<file path="src/rtl/muldiv_pkg.sv">
// Shared types and helpers for the iterative RV32M multiply/divide unit.
package muldiv_pkg;

   localparam int unsigned MD_XLEN = 32;

   // M-extension funct3 encodings
   typedef enum logic [2:0] {
      OP_MUL    = 3'b000,
      OP_MULH   = 3'b001,
      OP_MULHSU = 3'b010,
      OP_MULHU  = 3'b011,
      OP_DIV    = 3'b100,
      OP_DIVU   = 3'b101,
      OP_REM    = 3'b110,
      OP_REMU   = 3'b111
   } muldiv_op_e;

   typedef enum logic [2:0] {
      ST_IDLE  = 3'd0,
      ST_PREP  = 3'd1,
      ST_CALC  = 3'd2,
      ST_FIXUP = 3'd3,
      ST_DONE  = 3'd4
   } muldiv_state_e;

   // Most negative two's-complement value of a w-bit word (w <= 64)
   function automatic logic [63:0] md_int_min(input int unsigned w);
      return 64'(1) << (w - 1);
   endfunction

   // All-ones pattern of a w-bit word (w <= 64)
   function automatic logic [63:0] md_all_ones(input int unsigned w);
      if (w >= 64) return '1;
      return (64'(1) << w) - 64'(1);
   endfunction

   // div/divu/rem/remu share funct3[2]
   function automatic logic md_is_div(input muldiv_op_e op);
      return op[2];
   endfunction

   // rs1 is interpreted as signed for mulh, mulhsu, div, rem
   function automatic logic md_rs1_signed(input muldiv_op_e op);
      return (op == OP_MULH) || (op == OP_MULHSU) || (op == OP_DIV) || (op == OP_REM);
   endfunction

   // rs2 is interpreted as signed for mulh, div, rem (mulhsu takes it unsigned)
   function automatic logic md_rs2_signed(input muldiv_op_e op);
      return (op == OP_MULH) || (op == OP_DIV) || (op == OP_REM);
   endfunction

endpackage

</file>
<file path="src/rtl/muldiv_step.sv">
// One radix-2 iteration on the 2*XLEN accumulator: shift-add for multiply,
// restoring shift-subtract for divide. Purely combinational.
module muldiv_step #(
   parameter int unsigned XLEN = 32
) (
   input  logic                is_div_i,
   input  logic [2*XLEN-1:0]   acc_i,
   input  logic [XLEN-1:0]     opnd_i,
   output logic [2*XLEN-1:0]   acc_o
);

   logic [XLEN:0] sum;
   logic [XLEN:0] rem_shift;
   logic [XLEN:0] diff;

   // Multiply: {hi,lo} with multiplier in lo, add multiplicand to hi when lo[0]
   // is set, then shift right. Divide: {rem,quo}, shift left, subtract divisor
   // when the shifted remainder does not borrow.
   always_comb begin
      sum       = {1'b0, acc_i[2*XLEN-1:XLEN]} + {1'b0, opnd_i};
      rem_shift = acc_i[2*XLEN-1:XLEN-1];
      diff      = rem_shift - {1'b0, opnd_i};
      acc_o     = acc_i;
      if (is_div_i) begin
         if (!diff[XLEN]) begin
            acc_o = {diff[XLEN-1:0], acc_i[XLEN-2:0], 1'b1};
         end else begin
            acc_o = {rem_shift[XLEN-1:0], acc_i[XLEN-2:0], 1'b0};
         end
      end else if (acc_i[0]) begin
         acc_o = {sum, acc_i[XLEN-1:1]};
      end else begin
         acc_o = {1'b0, acc_i[2*XLEN-1:1]};
      end
   end

endmodule

</file>
<file path="src/rtl/muldiv_seq.sv">
// Iterative RV32M multiply/divide unit. Operands are reduced to magnitudes in
// PREP, iterated UNROLL steps per CALC cycle, and sign-corrected in FIXUP.
// Division by zero and the signed-overflow case bypass CALC entirely.
module muldiv_seq
   import muldiv_pkg::*;
#(
   parameter int unsigned XLEN   = MD_XLEN,
   parameter int unsigned UNROLL = 1
) (
   input  logic              i_clk,
   input  logic              i_reset,
   input  logic              i_start,
   input  logic [2:0]        i_op,
   input  logic [XLEN-1:0]   i_rs1,
   input  logic [XLEN-1:0]   i_rs2,
   input  logic              i_kill,
   output logic              o_ready,
   output logic              o_stall,
   output logic              o_valid,
   output logic [XLEN-1:0]   o_result
);

   localparam int unsigned N     = XLEN / UNROLL;
   localparam int unsigned CNT_W = (N > 1) ? $clog2(N) : 1;

   localparam logic [XLEN-1:0] INT_MIN  = XLEN'(md_int_min(XLEN));
   localparam logic [XLEN-1:0] ALL_ONES = XLEN'(md_all_ones(XLEN));

   muldiv_state_e         state_q;
   muldiv_op_e            op_q;
   logic [XLEN-1:0]       rs1_q;
   logic [XLEN-1:0]       rs2_q;
   logic [2*XLEN-1:0]     acc_q;
   logic [XLEN-1:0]       opnd_q;
   logic                  neg_q;
   logic [CNT_W-1:0]      cnt_q;
   logic                  valid_q;
   logic [XLEN-1:0]       result_q;

   logic                  s1_d;
   logic                  s2_d;
   logic [XLEN-1:0]       mag1_d;
   logic [XLEN-1:0]       mag2_d;
   logic                  neg_d;
   logic                  early_d;
   logic [XLEN-1:0]       early_res_d;
   logic [2*XLEN-1:0]     acc_d;
   logic [2*XLEN-1:0]     prod_d;
   logic [XLEN-1:0]       quo_d;
   logic [XLEN-1:0]       rem_d;
   logic [XLEN-1:0]       fix_res_d;
   logic                  is_div;

   assign is_div = md_is_div(op_q);

   // PREP: operand magnitudes, result sign and early-out detection
   always_comb begin
      s1_d        = md_rs1_signed(op_q) & rs1_q[XLEN-1];
      s2_d        = md_rs2_signed(op_q) & rs2_q[XLEN-1];
      mag1_d      = s1_d ? (~rs1_q + 1'b1) : rs1_q;
      mag2_d      = s2_d ? (~rs2_q + 1'b1) : rs2_q;
      // remainder takes the dividend's sign; everything else the xor
      neg_d       = (op_q == OP_REM) ? s1_d : (s1_d ^ s2_d);
      early_d     = 1'b0;
      early_res_d = '0;
      if (is_div) begin
         if (rs2_q == '0) begin
            early_d     = 1'b1;
            early_res_d = op_q[1] ? rs1_q : ALL_ONES;
         end else if (md_rs1_signed(op_q) && (rs1_q == INT_MIN) && (rs2_q == ALL_ONES)) begin
            early_d     = 1'b1;
            early_res_d = op_q[1] ? '0 : INT_MIN;
         end
      end
   end

   // CALC: chain of UNROLL radix-2 steps
   logic [2*XLEN-1:0] chain [UNROLL+1];
   assign chain[0] = acc_q;

   for (genvar g = 0; g < UNROLL; g++) begin : g_step
      muldiv_step #(
         .XLEN (XLEN)
      ) u_step (
         .is_div_i (is_div),
         .acc_i    (chain[g]),
         .opnd_i   (opnd_q),
         .acc_o    (chain[g+1])
      );
   end

   assign acc_d = chain[UNROLL];

   // FIXUP: sign correction and half/quotient/remainder selection
   always_comb begin
      prod_d = neg_q ? (~acc_q + 1'b1) : acc_q;
      quo_d  = neg_q ? (~acc_q[XLEN-1:0] + 1'b1) : acc_q[XLEN-1:0];
      rem_d  = neg_q ? (~acc_q[2*XLEN-1:XLEN] + 1'b1) : acc_q[2*XLEN-1:XLEN];
      case (op_q)
         OP_MUL:                        fix_res_d = prod_d[XLEN-1:0];
         OP_MULH, OP_MULHSU, OP_MULHU:  fix_res_d = prod_d[2*XLEN-1:XLEN];
         OP_DIV, OP_DIVU:               fix_res_d = quo_d;
         default:                       fix_res_d = rem_d;
      endcase
   end

   // Control FSM with registered valid/result; kill and reset abort to IDLE
   always_ff @(posedge i_clk) begin
      if (i_reset) begin
         state_q  <= ST_IDLE;
         valid_q  <= 1'b0;
         result_q <= '0;
         cnt_q    <= '0;
      end else begin
         valid_q <= 1'b0;
         if (i_kill) begin
            state_q <= ST_IDLE;
         end else begin
            case (state_q)
               ST_IDLE, ST_DONE: begin
                  if (i_start) begin
                     op_q    <= muldiv_op_e'(i_op);
                     rs1_q   <= i_rs1;
                     rs2_q   <= i_rs2;
                     state_q <= ST_PREP;
                  end else begin
                     state_q <= ST_IDLE;
                  end
               end
               ST_PREP: begin
                  if (early_d) begin
                     result_q <= early_res_d;
                     valid_q  <= 1'b1;
                     state_q  <= ST_DONE;
                  end else begin
                     acc_q   <= {{XLEN{1'b0}}, mag1_d};
                     opnd_q  <= mag2_d;
                     neg_q   <= neg_d;
                     cnt_q   <= CNT_W'(N - 1);
                     state_q <= ST_CALC;
                  end
               end
               ST_CALC: begin
                  acc_q <= acc_d;
                  if (cnt_q == '0) begin
                     state_q <= ST_FIXUP;
                  end else begin
                     cnt_q <= cnt_q - 1'b1;
                  end
               end
               ST_FIXUP: begin
                  result_q <= fix_res_d;
                  valid_q  <= 1'b1;
                  state_q  <= ST_DONE;
               end
               default: begin
                  state_q <= ST_IDLE;
               end
            endcase
         end
      end
   end

   assign o_ready  = (state_q == ST_IDLE) || (state_q == ST_DONE);
   assign o_stall  = (i_start & ~o_ready) ||
                     (state_q == ST_PREP) || (state_q == ST_CALC) || (state_q == ST_FIXUP);
   assign o_valid  = valid_q;
   assign o_result = result_q;

endmodule

</file>
<file path="config.mk">
export PLATFORM = sky130hd
export DESIGN_NAME = muldiv_seq
export DESIGN_NICKNAME = d
export VERILOG_FILES = /design/src/rtl/muldiv_pkg.sv /design/src/rtl/muldiv_step.sv /design/src/rtl/muldiv_seq.sv
export SDC_FILE = /design/constraint.sdc
export NUM_CORES = 1
export LEC_CHECK = 0
export CORE_ASPECT_RATIO = 0.9
export CORE_MARGIN = 2
export CORE_UTILIZATION = 50
export DETAILED_ROUTE_END_ITERATION = 8
export GPL_TIMING_DRIVEN = 0
export PLACE_DENSITY = 0.71
export RECOVER_POWER = 100
export SYNTH_ARGS = -nofsm -noshare
export SYNTH_HDL_FRONTEND = slang
export SYNTH_SLANG_ARGS = --single-unit
</file>
<file path="constraint.sdc">
create_clock -name i_clk -period 16.84 [get_ports i_clk]
set_input_delay 3.368 -clock i_clk [delete_from_list [all_inputs] [get_ports i_clk]]
set_output_delay 3.368 -clock i_clk [all_outputs]
set_load 0.1 [all_outputs]
</file>
==> run notes <==
The following summarizes the physical implementation.

Outcome
The run finished, with violations left. The final reports fail on capacitance limit, slew limit.

Cells and area
The library cell used most frequently in the layout, excluding fill and tap cells, is a21oi_1. The top cell types in the final layout, fill and taps aside, are a21oi_1, edfxtp_1, o21ai_0. The fraction of final layout cells sized beyond drive strength 1 is about 4.4%. The post-route core utilization is roughly three fifths.

The register ranked first by flip-flop count is acc_q. The number of nets in the finished design is 2082.

Job
The stage logs contain a warning count of 28. The count of maximum capacitance violations is 1.

Placement
The standard cell area after detailed placement is around 17000 um^2. Detailed placement finished with a half-perimeter wire length of roughly 45 mm. Input and output buffers added on the ports amount to 105. Including well taps, the total number of placed cells is about 2300. At the end of routability-driven placement, the weighted congestion stood at approximately 1.

Clock network
The TritonCTS clock tree is yes. The clock net sink count is around 210. Per the CTS log, the maximum H-tree level is 1.

The post-CTS setup buffer count is 0.

Drt
The total iterations of the first detailed-routing run is 7. The script logs the ratio of routed vias to standard cells as roughly 6.3. The sum of routed wire length over all layers is about 57 mm. The detailed router put a total of 24.9 mm of wire on met1. The detailed-route wire length per cell is between 20 and 25 um. Per the detail_route log, met3 wirelength is between 7 and 8 mm.

Worst setup path
The number of buffer and inverter stages on the critical path is 9. The critical-path maximum fanout is 10. The critical path's largest stage delay is 1.80 ns. According to the timing report, the data required time at the worst endpoint equals roughly 17 ns.

The data arrival time reported for the critical path is just under 9 ns. The setup check on the worst reg-to-reg path leaves a slack of between 9 and 10 ns. The worst setup path is launched from a primary input.

The category of cells accounting for the largest share of critical-path delay is buffers and inverters. Counting stages on the worst path, the most repeated cell is clkbuf_1. The library cell contributing the largest single delay on the critical path is a2111oi_0.

Floorplan
The standard-cell row count is 61. The die is 191 um wide. In the floorplan report the effective utilization is between 50 and 60%. 106 I/O pins were placed.

Global routing
The largest net degree at the start of global routing is 16. After global routing the overflow that remains totals 0. The wire length of the first global-routing pass is 85.4 mm.

Timing
The hold violation total from the final report is 0. Per the final report, max-transition violations number 5. The number of failing setup endpoints in the final timing report is 0.

The clock period could shrink to slightly below 9 ns. Setup repair after global routing left no endpoint under its margin. The transition time recorded at the tightest slew-check pin is between 2 and 2.5 ns. The worst hold margin is approximately 0.48 ns.

The setup TNS is 0 ns.

Logic synthesis
The most common cell in the synthesized netlist is a21oi_1. For this run, the number of Yosys warnings is 0. The sequential element share of the synthesized area is approximately 36%. The prevailing logic family in the synthesized netlist is AND-OR/OR-AND gates. Counting distinct cell types in the post-synthesis netlist gives roughly 80. For reference, the top cells by area after synthesis are edfxtp_1, a21oi_1, ha_1, dfxtp_1, o21ai_0.

The post-synthesis share of cell area spent on and-or and or-and gates is between 20% and 30%. The post-synthesis instance area is about 16000 um^2.

Power
The script extracted a total leakage power of between 6 and 7 nW. The design draws between 0.001 and 0.0015 W. The worst supply voltage drop on vdd is around 0.085 mV.
[worst paths after layout]
path,startpoint,end,cells after the start
worst max-delay path,i_reset,acc_q[17],10
worst min-delay path,o_result[31],o_result[31],2
worst max register to register,rs2_q[2],acc_q[17],16
worst min register to register,o_result[31],o_result[31],2
[where the power goes]
part	internal, W	total (W)	leakage, nW	switching (W)
Sequential	0.000557	0.000570	1.83	0.0000121
Clock	0.000284	0.000506	0.374	0.000222
Combinational	0.0000471	0.000120	4.48	0.0000728
[cell type report]
cell class                      count  area, um^2
Clock buffer                       30         669
Timing Repair Buffer              124        1120
Sequential cell                   205        5750
Inverter                           66         248
Multi-Input combinational cell   1400        9260
Clock inverter                     14        95.1
Buffer                            117         460
Fill cell                        2850       12900
Tap cell                          409         512
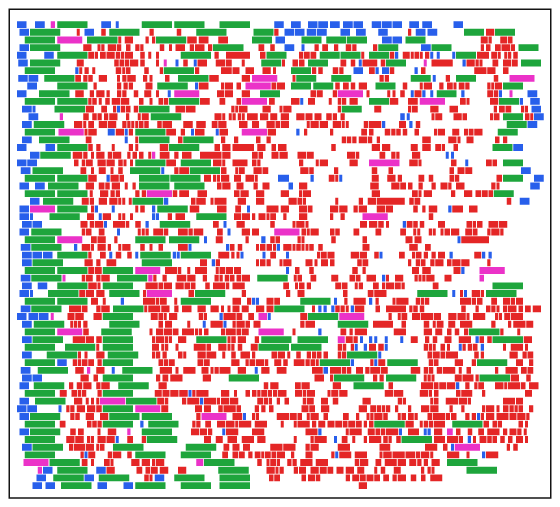
(cells colored by class)
| class | color | cells | share of their area |
|---|---|---|---|
| other buffers and delay cells | blue | 241 | 9.0% |
| clock drivers and dummy loads | magenta | 44 | 4.3% |
| all other logic | red | 1466 | 54% |
| flip-flops | green | 205 | 33% |

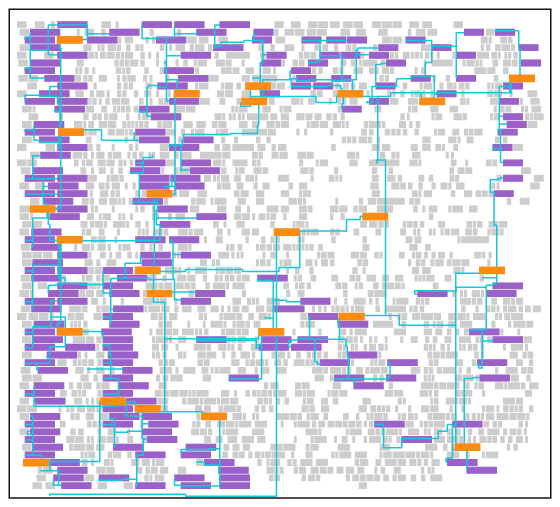
(clock network drawn from the DEF)
[flip-flops] purple | count: 205
[cells driving clock nets] orange | count: 24
[clock wires] cyan | length: 2910 um
flops lie: widely spread

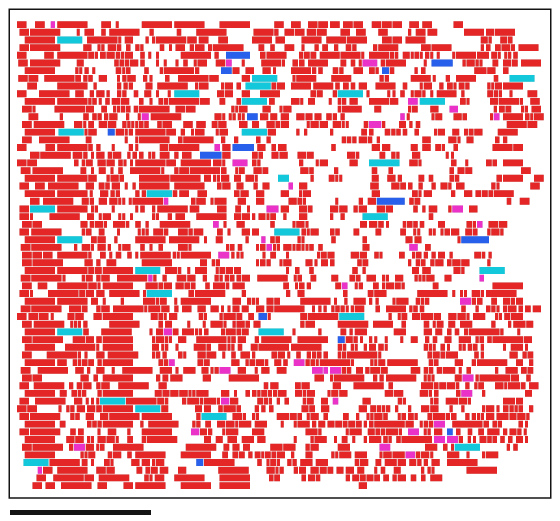
(cell sizes after repair)
Bar = 50 um.
| size | color | cells |
|---|---|---|
| drive 3 to 4 | blue | 14 |
| drive 6 and up | cyan | 28 |
| drive 2 | magenta | 45 |
| drive 1 or less | red | 1869 |
Layout area overhead: 14.9%
Design Area, Final: 18100 um^2
buffer count excluding the clock tree in the final layout: 241
worst setup margin: 8.10 ns

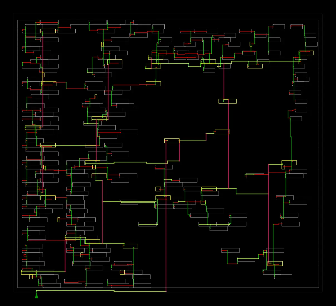
(clock routing)
registers: 205
Worst Skew: 0.0151 ns
clock buffer count: 30
Clk Latency, worst-skew pair: 0.56 ns
total clock buffers created by CTS: 24

Power is estimated from default activity; no workload was simulated.
